===== config.mk =====
export PLATFORM = sky130hd
export DESIGN_NAME = lower_part_or_addsub_pipe
export DESIGN_NICKNAME = d
export VERILOG_FILES = /design/src/rtl/lower_part_or_addsub_pipe.sv
export SDC_FILE = /design/constraint.sdc
export NUM_CORES = 1
export LEC_CHECK = 0
export CAP_MARGIN = 30
export CELL_PAD_IN_SITES_DETAIL_PLACEMENT = 0
export CELL_PAD_IN_SITES_GLOBAL_PLACEMENT = 1
export CORE_MARGIN = 3
export CORE_UTILIZATION = 34
export CTS_CLUSTER_SIZE = 14
export DETAILED_ROUTE_END_ITERATION = 7
export GPL_TIMING_DRIVEN = 0
export PLACE_DENSITY_LB_ADDON = 0.05
export SETUP_SLACK_MARGIN = 0.05
export SLEW_MARGIN = 20
export SYNTH_ARGS = -nofsm -noshare
export SYNTH_HDL_FRONTEND = slang
export SYNTH_SLANG_ARGS = --single-unit

===== constraint.sdc =====
create_clock -name clk_i -period 2.7 [get_ports clk_i]
set_input_delay 0.54 -clock clk_i [delete_from_list [all_inputs] [get_ports clk_i]]
set_output_delay 0.54 -clock clk_i [all_outputs]
set_load 0.02 [all_outputs]

===== src/rtl/lower_part_or_addsub_pipe.sv =====
// Two-stage lower-part-OR approximate adder/subtractor with valid/ready on both sides.
// The exact upper part is split at MID so each stage carries only half of the ripple chain.
module lower_part_or_addsub_pipe #(
   parameter int WIDTH = 32,
   parameter int LOWER = 8
) (
   input  logic             clk_i,
   input  logic             rst_i,
   input  logic             in_valid_i,
   output logic             in_ready_o,
   input  logic             op_i,
   input  logic [WIDTH-1:0] add1_i,
   input  logic [WIDTH-1:0] add2_i,
   output logic             out_valid_o,
   input  logic             out_ready_i,
   output logic [WIDTH-1:0] result_o,
   output logic             flag_o,
   output logic             op_o
);

   localparam int MID = LOWER + (WIDTH - LOWER) / 2;
   localparam int ML  = MID - LOWER;
   localparam int HL  = WIDTH - MID;

   logic [WIDTH-1:0] b_eff_s;
   logic             c_low_s;
   logic [ML:0]      mid_sum_s;
   logic [HL:0]      hi_sum_s;
   logic             s2_adv_s;
   logic             accept_s;

   logic             s1_valid_r;
   logic             s1_op_r;
   logic             s1_carry_r;
   logic [LOWER-1:0] s1_lo_r;
   logic [ML-1:0]    s1_mid_r;
   logic [HL-1:0]    s1_a_hi_r;
   logic [HL-1:0]    s1_b_hi_r;

   logic             out_valid_r;
   logic [WIDTH-1:0] result_r;
   logic             flag_r;
   logic             op_r;

   // Handshake: S2 frees up when empty or popped; S1 can take data whenever it can move on.
   always_comb begin
      s2_adv_s   = ~out_valid_r | out_ready_i;
      in_ready_o = ~s1_valid_r | s2_adv_s;
      accept_s   = in_valid_i & in_ready_o;
   end

   // Stage-1 arithmetic: subtraction uses ~b with no +1, so the OR part sees the inverted operand too.
   always_comb begin
      b_eff_s   = op_i ? ~add2_i : add2_i;
      c_low_s   = add1_i[LOWER-1] & b_eff_s[LOWER-1];
      mid_sum_s = {1'b0, add1_i[MID-1:LOWER]} + {1'b0, b_eff_s[MID-1:LOWER]}
                + {{ML{1'b0}}, c_low_s};
   end

   // Stage-2 arithmetic: finish the upper slice from the carry held in S1.
   always_comb begin
      hi_sum_s = {1'b0, s1_a_hi_r} + {1'b0, s1_b_hi_r} + {{HL{1'b0}}, s1_carry_r};
   end

   // S1 register: loads on accept, empties when it moves into S2 with nothing new behind it.
   always_ff @(posedge clk_i or posedge rst_i) begin
      if (rst_i) begin
         s1_valid_r <= 1'b0;
         s1_op_r    <= 1'b0;
         s1_carry_r <= 1'b0;
         s1_lo_r    <= {LOWER{1'b0}};
         s1_mid_r   <= {ML{1'b0}};
         s1_a_hi_r  <= {HL{1'b0}};
         s1_b_hi_r  <= {HL{1'b0}};
      end else if (accept_s) begin
         s1_valid_r <= 1'b1;
         s1_op_r    <= op_i;
         s1_carry_r <= mid_sum_s[ML];
         s1_lo_r    <= add1_i[LOWER-1:0] | b_eff_s[LOWER-1:0];
         s1_mid_r   <= mid_sum_s[ML-1:0];
         s1_a_hi_r  <= add1_i[WIDTH-1:MID];
         s1_b_hi_r  <= b_eff_s[WIDTH-1:MID];
      end else if (s2_adv_s) begin
         s1_valid_r <= 1'b0;
      end else begin
         s1_valid_r <= s1_valid_r;
      end
   end

   // S2 register: outputs hold while the consumer stalls; flag is inverted to a borrow for subtract.
   always_ff @(posedge clk_i or posedge rst_i) begin
      if (rst_i) begin
         out_valid_r <= 1'b0;
         result_r    <= {WIDTH{1'b0}};
         flag_r      <= 1'b0;
         op_r        <= 1'b0;
      end else if (s2_adv_s) begin
         out_valid_r <= s1_valid_r;
         if (s1_valid_r) begin
            result_r <= {hi_sum_s[HL-1:0], s1_mid_r, s1_lo_r};
            flag_r   <= s1_op_r ? ~hi_sum_s[HL] : hi_sum_s[HL];
            op_r     <= s1_op_r;
         end
      end
   end

   assign out_valid_o = out_valid_r;
   assign result_o    = result_r;
   assign flag_o      = flag_r;
   assign op_o        = op_r;

endmodule


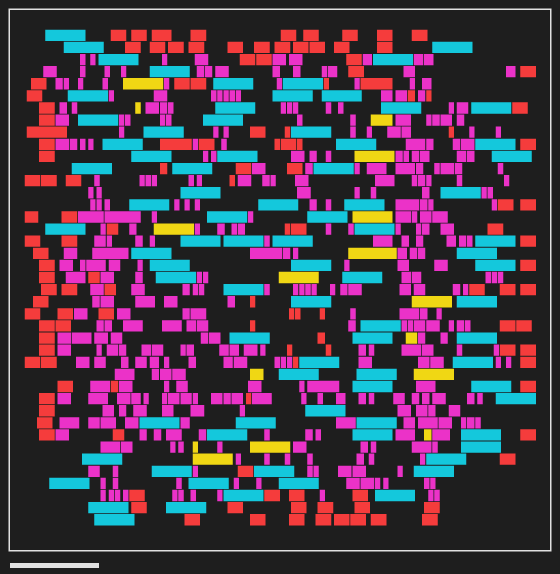
(run_1/class_map.png)
The bar under the picture is 20 um long.
Key: remaining logic cells = magenta [cells 400]; remaining buffers and delay cells = red [cells 131]; sequential cells = cyan [cells 82]; clock drivers and dummy loads = yellow [cells 16]
register fraction of the total cell area: 33.2%
Core Region: 12,800 um2
Final Cell Area: 6180 um2
Rows: 41

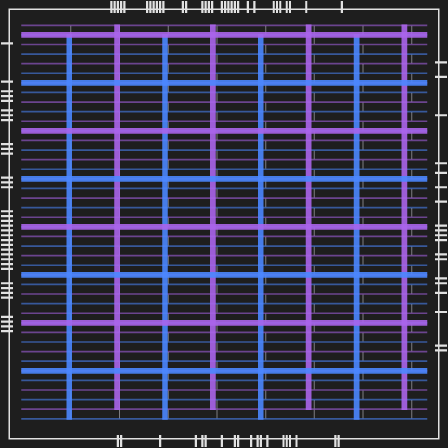
(run_1/floorplan.png)
Pins as bars on the die edge. Tap cells in gray.
Key: VDD = purple; VSS = blue
105 signal pins sit on the boundary. 8 straps on met4. 8 straps on met5. The core has 41 rows. 42 met1 rails follow the rows.
Horiz. Die Dim: 121 um
die height: 121 um
peak supply drop: 0.000323 V

==> impl_metrics.ini, run 1 <==
; flow metrics
[status]
status = finished clean

[critical_path]
worstPathCellList = clkdlybuf4s15_1, xor2_1, and2_4, fa_2, inv_2, fa_2, nor2b_2, o31a_1, buf_4, o21a_1, o21a_1, o31ai_2
timing.critical_path.slowest_cell_delay_ns = 0.39
r2r_depth = 9
critPathSlowestCell = fa_2
worst_r2r_startpoint = s1_carry_r$_DFFE_PP0P_
setup.worst_path.class = input port to register
endpoint_kind = register

[final_timing]
fmaxAchievable_mhz = 391
fin_setup_tns_ns = 0
setup_repair_after_global_routing_missed_its_margin = yes
layout_worst_path_cycle_share_pct = 94.7
timing.max_slew.rel_slack_pct = 53.3
timing_max_transition_violations_final = 0
worst-slew-pin-transition_ns = 0.690
fin_hold_ws_ns = 0.462
final.setup.worst_slack_ns = 0.144

[cells_and_area]
clkCellAreaFrac_pct = 4.82
logic_gates = 390
largestClassByArea = combinational gates
layout.core_utilization_pct = 48.2
comb_area_um2 = 2360
syn2layout_area_growth_pct = 36.8
drive_above_1_share_pct = 6.04

[clock_network]
numCtsBuffers = 9
cts-root-to-sink-buffers = 2
cts.reportedPaths.clkPinSlew_ns = 0.06
cts_sinks = 82
cts_tree = yes

[power]
power.sequential.fraction_pct = 36.5
power_switching_mw = 1.58
power_mw = 4.65

[synthesis]
ys_seq_share_pct = 45.4
yosys_warnings = 0
mappedNetlistNets = 601
synth_async_sr_flop_share_pct = 100
top_cell_area_share_pct = 45.4
post_synth_inst_count = 506
ys_chip_area_um2 = 4520
ff_type = dfrtp_1

[grt]
globalRouteTotalUtil_pct = 17.6
first_global_vias = 3917

[route]
routedWlPerCell_um = 15.4
detailedRoute.firstPassIterationCount = 4
vias_per_cell = 4.83
drtAntennaViolNets = 0
post-route-drc-count = 0

[placement]
port-buffer-count = 103
dp_worst_setup_slack_ns = -0.443

[worst_hold_path]
whs_endpoint = result_o[6]$_DFFE_PP0P_

[floorplan]
number_of_tap_instances = 172
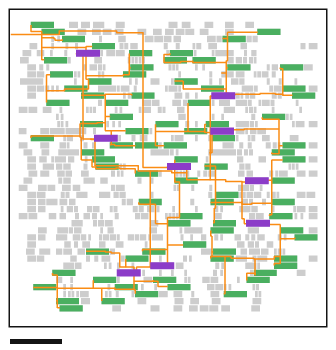
(run_1/clock_wires.png)
The bar under the picture is 20 um long.
Key: clock wires = orange [length 1,190 um]; flip-flops = green [count 82]; clock-net drivers = purple [count 9]
Position of the flops: all over the die.
clock network fraction of total power: 26.7%
Setup Skew: 0.00836 ns
source-to-sink clock delay at the later pin of the worst-skew pair: 0.34 ns
clock group total power: 1.24 mW

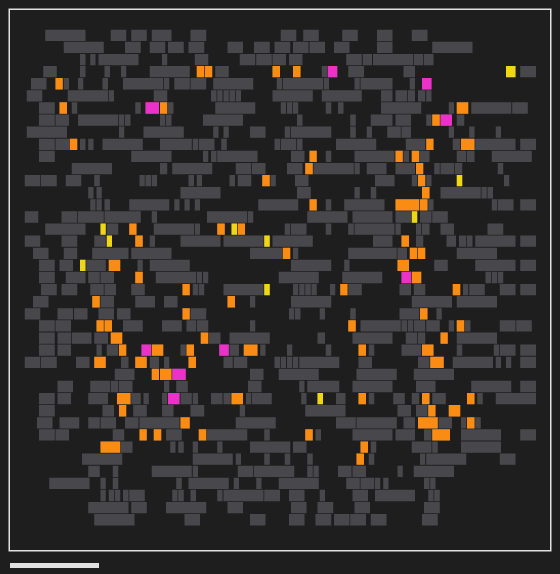
(run_1/gates.png)
The bar under the picture is 20 um long.
Key: aoi and oai cells = orange [cells 80]; inv cells = yellow [cells 10]; and/or cells = magenta [cells 9]
fraction of area in multi-input gates: 38.3%
Top cell excl fill/tap: nand2_1
number of cells in the finished layout apart from fillers: 801

[run 1: Yosys cell counts, types with 6 or more instances]
master / n
nand3_1: 6
o21ai_0: 44
buf_2: 6
nor2_1: 8
nand2_1: 162
dfrtp_1: 82
inv_1: 10
xor2_1: 30
buf_1: 7
o21a_1: 14
a21oi_1: 15
nor3_1: 7
xnor2_1: 12
ha_1: 22
clkbuf_1: 11
[run 1: power by group through the flow]
stage               registers [mW]  clock network (mW)  logic (mW)
detailed placement            1.72                   0        1.70
finish                        1.70                1.24        1.71
global route                  1.74                1.33        1.89
CTS                           1.70                1.28        1.72
global placement              1.71                   0        1.67
floorplan                     1.90                   0       0.810
[run 1: layout by cell type, fill, tap and decap left out, types with 4 or more instances in the layout]
master           synthesis  final
buf_1                    7      7
buf_2                    6      4
xor2_1                  30     29
a211o_1                  4      4
nor3_1                   7      6
clkdlybuf4s50_1          0    100
o21a_1                  14     14
a211oi_1                 5      4
nor2_1                   8      8
nor2b_1                  5      4
clkbuf_1                11     12
o21ai_0                 44     44
clkbuf_16                0     10
nand2_1                162    162
nand4_1                  4      4
dfrtp_1                 82     82
buf_4                    0      4
a21oi_1                 15     15
inv_1                   10      8
nand3_1                  6      6
xnor2_1                 12     12
a21o_1                   5      5
ha_1                    22     22
[run 1: logic make-up after synthesis]
family / after synthesis / synth area share (%)
simple gates: 211 / 19.7
fa+ha+maj: 26 / 7.86
flops: 82 / 45.4
xor+xnor: 42 / 8.14
compound gates: 111 / 15.9
buf+inv: 34 / 2.99
[run 1: worst max-delay path, delay by kind of cell]
kind / cells / cell delay [ns]
AND/OR/NAND/NOR: 2 / 0.20
buffers and inverters: 3 / 0.40
XOR/XNOR: 1 / 0.17
adder cells (fa/ha/maj): 2 / 0.59
AND-OR/OR-AND: 4 / 0.91
[run 1: worst max path at each step]
stage                                           to  slack, ns  depth (start not counted)
after global routing       s1_mid_r[6]$_DFFE_PP0P_       0.02                         12
after floorplan           s1_mid_r[10]$_DFFE_PP0P_      -0.15                         12
after global placement    result_o[14]$_DFFE_PP0P_      -1.40                          2
after detailed placement  s1_mid_r[10]$_DFFE_PP0P_      -0.44                         11
after CTS                 s1_mid_r[10]$_DFFE_PP0P_       0.06                         12
final                      s1_mid_r[6]$_DFFE_PP0P_       0.14                         12
[run 1: state kept, by name (all words and copies together), names as in the netlist]
signal       cells
flag_o           1
op_o             1
out_valid_o      1
result_o        32
s1_a_hi_r       12
s1_b_hi_r       12
s1_carry_r       1
s1_lo_r          8
s1_mid_r        12
s1_op_r          1
s1_valid_r       1
[run 1: what timing repair did]
| item | in CTS | in global routing |
|---|---|---|
| endpoints found under the setup margin | 3 | 6 |
| resized | 3 | 6 |
| pin swaps | 5 | 9 |
| endpoints found under the hold margin | 0 | 0 |
| buffers inserted | 3 | 1 |
[run 1: metal layers]
| layer | share of wire [%] | track usage [%] | up-vias |
|---|---|---|---|
| li1 | - | - | 1949 |
| met1 | 46 | 22.6 | 1846 |
| met2 | 49 | 29.7 | 66 |
| met3 | 3.3 | 3.12 | 11 |
| met4 | 1.3 | 6.09 | 0 |
| met5 | 0 | 0 | - |
==> inputs of run 2 (changes only) <==
--- a/config.mk
+++ b/config.mk
@@ -5,6 +5,7 @@
 export SDC_FILE = /design/constraint.sdc
 export NUM_CORES = 1
 export LEC_CHECK = 0
+export ABC_CLOCK_PERIOD_IN_PS = 2700
 export CAP_MARGIN = 30
 export CELL_PAD_IN_SITES_DETAIL_PLACEMENT = 0
 export CELL_PAD_IN_SITES_GLOBAL_PLACEMENT = 1
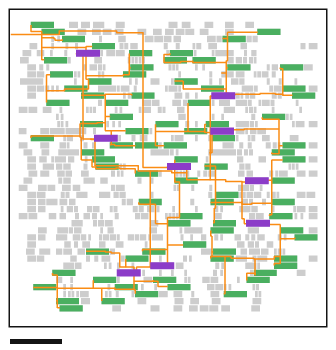
(run_2/clock_wires.png)
The bar under the picture is 20 um long.
Key: clock-net drivers = purple [count 9]; flip-flops = green [count 82]; clock wires = orange [length 1,190 um]
There are 10 routed clock nets.

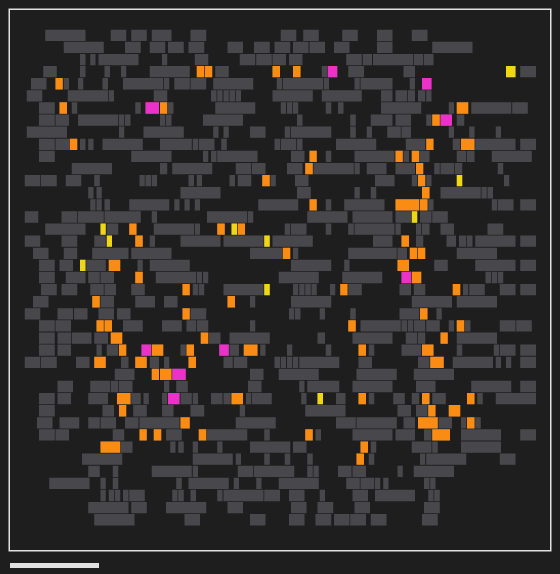
(run_2/gates.png)
The bar under the picture is 20 um long.
Key: and/or cells = magenta [cells 9]; inv cells = yellow [cells 10]; aoi and oai cells = orange [cells 80]

==> impl_metrics.ini, run 2 <==
; flow metrics
[synthesis]
synth_async_sr_flop_share_pct = 100
compound_gate_portion_of_the_synthesized_area_pct = 15.9
ff_type = dfrtp_1
ys_seq_share_pct = 45.4
netlist.top_cell.by_instances = nand2_1
post_synth_inst_count = 506
mappedNetlistNets = 601
mux_area_share_pct = 0
synthAdderAreaFrac_pct = 7.86
common_cells = nand2_1 (162), dfrtp_1 (82), o21ai_0 (44)
top_cells_area = dfrtp_1 (45%), nand2_1 (13%), ha_1 (6.1%)
post_synth_xor_area_fraction_pct = 8.14
yosys.area_share.simple_pct = 19.7
post_synth_main_logic_family = simple AND/OR/NAND/NOR gates
yosys.area.top_type = dfrtp_1
top_cell_area_share_pct = 45.4
yosys_warnings = 0
yosys-stat-cells = 506
ys_chip_area_um2 = 4520

[run]
maxCapViolCount = 0

[floorplan]
die_h_um = 121
placeableCoreArea_um2 = 12800
die_width_um = 121
fp-row-count = 41

[clock_network]
cts-root-to-sink-buffers = 2
clock_latency_ns = 0.34
cts_sinks = 82
numCtsBuffers = 9
cts.reportedPaths.clkPinSlew_ns = 0.06
cts_tree = yes

[final_timing]
timing.max_slew.rel_slack_pct = 53.3
worst-slew-pin-transition_ns = 0.690
setup_repair_after_global_routing_missed_its_margin = yes
timing_max_transition_violations_final = 0
layout_worst_path_cycle_share_pct = 94.7
fin_setup_tns_ns = 0
fin_skew_ns = 0.00836
fmaxAchievable_mhz = 391

[route]
post-route-drc-count = 0
vias_per_cell = 4.83
routedWlPerCell_um = 15.4
drtAntennaViolNets = 0
detailedRoute.firstPassIterationCount = 4

[critical_path]
critical_path_required_time_ns = 2.95
endpoint_kind = register
setup.worst_path.class = input port to register

[placement]
port-buffer-count = 103

[cells_and_area]
stdcell_area_um2 = 6180
most-common-layout-cells = nand2_1 (162), clkdlybuf4s50_1 (100), dfrtp_1 (82), o21ai_0 (44), xor2_1 (29)
largest_reg_flops = 32
comb_area_um2 = 2360
final_cells = 801
layout_top_cell_excl_fill_tap = nand2_1
drive_above_1_share_pct = 6.04
syn2layout_area_growth_pct = 36.8

[power]
clock_power_share_pct = 26.7
power.sequential.fraction_pct = 36.5
power_switching_mw = 1.58
power_mw = 4.65
vdd_drop_max_v = 0.000323

[grt]
globalRouteTotalUtil_pct = 17.6
first_global_vias = 3917

[worst_hold_path]
holdCritPathClass = register to register

[status]
status = finished clean
[run 2: cell counts in the layout (fill, tap and decap cells not counted)]
Identical to the previous run, type by type.
[run 2: metal layers]
metal  routed length [um]  part of all wire (%)  global-route usage [%]
met1                 5730                    46                    22.6
met2                 6030                    49                    29.7
met3                  409                   3.3                    3.12
met4                  163                   1.3                    6.09
met5                    0                     0                       0
[run 2: final timing paths]
check                                             from                  endpoint  slack (ns)  cells after the start
worst min-delay path            s1_lo_r[6]$_DFFE_PP0P_   result_o[6]$_DFFE_PP0P_        0.46                      2
worst max-delay path                         add2_i[7]   s1_mid_r[6]$_DFFE_PP0P_        0.14                     12
max in group asynchronous                        rst_i  s1_mid_r[10]$_DFFE_PP0P_        1.46                      3
worst min register to register  s1_lo_r[6]$_DFFE_PP0P_   result_o[6]$_DFFE_PP0P_        0.46                      2
worst max register to register  s1_carry_r$_DFFE_PP0P_  result_o[30]$_DFFE_PP0P_        0.21                      9
min in group asynchronous                        rst_i   out_valid_o$_DFFE_PP0P_        0.62                      2
[run 2: through the flow]
step	setup WS (ns)	hold WS, ns	util (%)
final	0.144	0.462	48.2
after global placement	-1.40	0.449	45.4
after global routing	0.0175	0.493	48.2
after detailed placement	-0.443	0.451	45.6
after CTS	0.0575	0.468	48.1
after floorplan	-0.150	0.439	-
[run 2: kinds of logic (layout without fill, tap and decap cells)]
logic type	after synthesis	after routing
XOR/XNOR	42	42
AND/OR/NAND/NOR	211	211
adder cells (fa/ha/maj)	26	26
buffers and inverters	34	157
flip-flops	82	82
AND-OR/OR-AND	111	111
[run 2: timing repair]
| item | 4_1_cts | 5_1_grt |
|---|---|---|
| setup endpoints to repair | 3 | 6 |
| gates resized | 3 | 6 |
| buffers inserted | 3 | 1 |
| pin swaps | 5 | 9 |
[run 2: area by class of cell]
type	instances	area share (%)
well taps	172	3.48
clock inverters	4	0.830
multi-input cells	390	38.3
inverters	10	0.648
plain buffers	23	2.09
flip-flops and latches	82	33.2
clock buffers	12	3.99
repair buffers	108	17.5
[run 2: power groups by stage]
stage / Clock, mW / Sequential (mW) / Combinational [mW]
final: 1.24 / 1.70 / 1.71
after global routing: 1.33 / 1.74 / 1.89
after CTS: 1.28 / 1.70 / 1.72
after detailed placement: 0 / 1.72 / 1.70
after global placement: 0 / 1.71 / 1.67
after floorplan: 0 / 1.90 / 0.810
[run 2: worst max-delay path, stage by stage]
cell and delay, ns:
clkdlybuf4s15_1 0.18, xor2_1 0.17, and2_4 0.15, fa_2 0.39, inv_2 0.07, fa_2 0.20, nor2b_2 0.05, o31a_1 0.34
buf_4 0.15, o21a_1 0.18, o21a_1 0.18, o31ai_2 0.21
==> inputs of run 3 (changes only) <==
--- a/config.mk
+++ b/config.mk
@@ -14,8 +14,9 @@
 export CTS_CLUSTER_SIZE = 14
 export DETAILED_ROUTE_END_ITERATION = 7
 export GPL_TIMING_DRIVEN = 0
-export PLACE_DENSITY_LB_ADDON = 0.05
+export PLACE_DENSITY_LB_ADDON = 0.1
 export SETUP_SLACK_MARGIN = 0.05
+export SKIP_CTS_REPAIR_TIMING = 1
 export SLEW_MARGIN = 20
 export SYNTH_ARGS = -nofsm -noshare
 export SYNTH_HDL_FRONTEND = slang
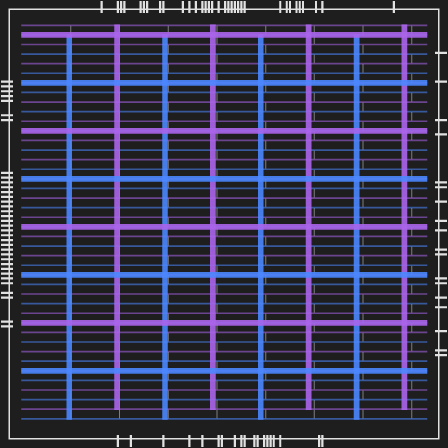
(run_3/floorplan.png)
Pins as bars on the die edge. Tap cells in gray.
Key: VDD = purple; VSS = blue
8 straps on met5. 172 tap cells.
peak supply drop: 0.000342 V

==> impl_metrics.ini, run 3 <==
; flow metrics
[synthesis]
synth.cell_area_um2 = 4520
synth_async_sr_flop_share_pct = 100
synthesis.area_per_instance_um2 = 8.93
top_cells_area = dfrtp_1 (45%), nand2_1 (13%), ha_1 (6.1%)
mappedNetlistNets = 601
netlist.top_cell.by_instances = nand2_1
post_synth_inst_count = 506
ff_type = dfrtp_1
top_cell_area_share_pct = 45.4
ys_chip_area_um2 = 4520
ys_seq_share_pct = 45.4
post_synth_num_cell_types = 47
yosys-stat-cells = 506
yosys_warnings = 0
common_cells = nand2_1 (162), dfrtp_1 (82), o21ai_0 (44)
yosys.area.top_type = dfrtp_1
edf_count = 0

[cells_and_area]
final_cells = 801
drive_above_1_share_pct = 5.88
syn2layout_area_growth_pct = 36.5
most-common-layout-cells = nand2_1 (162), clkdlybuf4s50_1 (100), dfrtp_1 (82), o21ai_0 (44), xor2_1 (29)
antenna_cells = 0
layout_top_cell_excl_fill_tap = nand2_1
nNetsFinal = 719
largest_reg_flops = 32

[clock_network]
cts.reportedPaths.clkPinSlew_ns = 0.06
cts_sinks = 82
cts_tree = yes
clockRootBuffer = clkbuf_16
cts-root-to-sink-buffers = 2
clock_latency_ns = 0.34
numCtsBuffers = 9
cts-htree-levels = 3

[final_timing]
layout_worst_path_cycle_share_pct = 94.5
timing.max_slew.rel_slack_pct = 56.4
setup_viol = 0
fin_setup_tns_ns = 0
fmaxAchievable_mhz = 392
setup_repair_after_global_routing_missed_its_margin = no
worst-slew-pin-transition_ns = 0.655
hold_viol = 0
timing_max_transition_violations_final = 0
finalCriticalPeriod_ns = 2.55
fin_skew_ns = 0.00589

[critical_path]
worst-r2r-setup-slack_ns = 0.21
endpoint_kind = register
cp_max_fo = 19
timing.critical_path.from = op_i
critical_path_required_time_ns = 2.95
setup.worst_path.class = input port to register
critical_path_arrival_ns = 2.80
regToRegEndpoint = result_o[30]$_DFFE_PP0P_
worst_r2r_startpoint = s1_carry_r$_DFFE_PP0P_
worst_setup_path_start_kind = input port
r2r_depth = 9

[worst_hold_path]
min-delay-start = s1_mid_r[1]$_DFFE_PP0P_
whs_endpoint = result_o[9]$_DFFE_PP0P_
holdCritPathClass = register to register
worst_hold_path.num_cells = 2

[grt]
globalRouteTotalUtil_pct = 17.3
first_global_vias = 4069

[floorplan]
placeableCoreArea_um2 = 12800
fp-row-count = 41
die_width_um = 121
die_h_um = 121

[placement]
port-buffer-count = 103
globalplace.congestion = 0.830
dp.cells = 782

[route]
routedWlPerCell_um = 15.2
drtAntennaViolNets = 0
post-route-drc-count = 0
detailedRoute.firstPassIterationCount = 4
dr_total_vias = 3894
vias_per_cell = 4.86

[status]
status = finished clean

[power]
clock_power_share_pct = 25.1
power_switching_mw = 1.60
power.sequential.fraction_pct = 37.2
share_comb_of_total_power_pct = 37.7

[run]
maxCapViolCount = 0
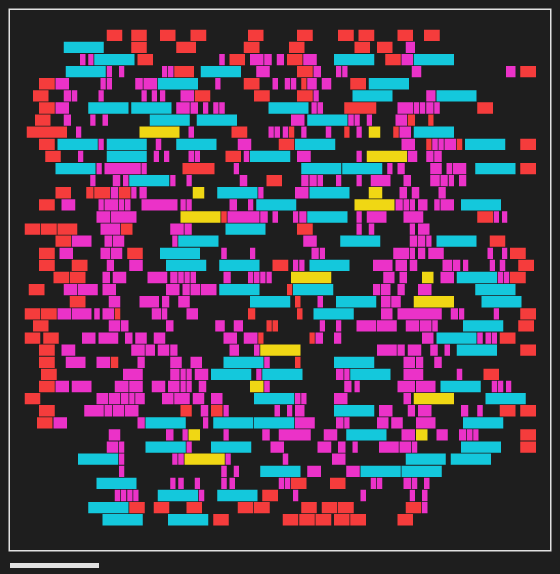
(run_3/class_map.png)
The bar under the picture is 20 um long.
Key: sequential cells = cyan [cells 82]; clock drivers and dummy loads = yellow [cells 16]; remaining logic cells = magenta [cells 400]; remaining buffers and delay cells = red [cells 131]
Final Core Density: 48.1%
Final Cell Area: 6170 um2
register fraction of the total cell area: 33.3%

==> run 3: cell counts after synthesis <==
Identical to the previous run, type by type.
==> run 3: power groups by stage <==
stage	Combinational (mW)	Clock (mW)	Sequential [mW]
2_1_floorplan	0.810	0	1.90
3_3_place_gp	1.68	0	1.71
3_5_place_dp	1.70	0	1.72
4_1_cts	1.71	1.18	1.70
5_1_grt	1.90	1.24	1.74
6_report	1.71	1.14	1.69
==> run 3: kinds of logic (layout without fill, tap and decap cells) <==
family	Yosys count	after routing	synth area share, %
adder cells (fa/ha/maj)	26	26	7.86
flip-flops	82	82	45.4
AND-OR/OR-AND	111	111	15.9
XOR/XNOR	42	42	8.14
buffers and inverters	34	157	2.99
AND/OR/NAND/NOR	211	211	19.7
==> run 3: per-stage QoR <==
step	setup slack (ns)	power [mW]	instance area, um2	hold slack (ns)
2_1_floorplan	-0.150	2.71	4580	0.439
3_5_place_dp	-0.438	3.42	5850	0.456
3_3_place_gp	-1.37	3.39	5820	0.450
4_1_cts	-0.0863	4.59	6130	0.471
6_report	0.149	4.55	6170	0.468
5_1_grt	0.0476	4.88	6170	0.497
==> run 3: final cells by class <==
class                      instances  area [um2]  share of cell area (%)
buffer                            23         129                    2.09
inverter                          10        40.0                   0.649
tap                              172         215                    3.49
clock inverter                     7        55.1                   0.892
sequential                        82        2050                    33.3
timing repair buffer             108        1090                    17.6
multi-input combinational        390        2360                    38.3
clock buffer                       9         225                    3.65
==> run 3: how the worst max path moves through the flow <==
stage / to / depth (start not counted)
floorplan: s1_mid_r[10]$_DFFE_PP0P_ / 12
global placement: result_o[12]$_DFFE_PP0P_ / 2
detailed placement: s1_mid_r[10]$_DFFE_PP0P_ / 11
CTS: s1_mid_r[10]$_DFFE_PP0P_ / 11
global route: s1_mid_r[10]$_DFFE_PP0P_ / 11
finish: s1_mid_r[10]$_DFFE_PP0P_ / 11
==> run 3: critical path, cell delays in order <==
cell and delay (ns):
clkbuf_16 0.14, buf_12 0.16, xor2_2 0.16, fa_2 0.40, inv_2 0.06, fa_2 0.20
nor2b_1 0.06, o31a_1 0.30, o311a_1 0.37, o21a_1 0.19, o31ai_1 0.21
==> run 3: metal layers <==
layer / share of wire (%) / vias up / GRT usage (%)
met2: 50 / 77 / 29.4
met3: 4.6 / 12 / 3.73
li1: - / 1956 / -
met4: 1.4 / 0 / 6.02
met1: 44 / 1849 / 21.6
met5: 0 / - / 0
Power figures rest on the tool's default switching activity, not on a simulated workload.
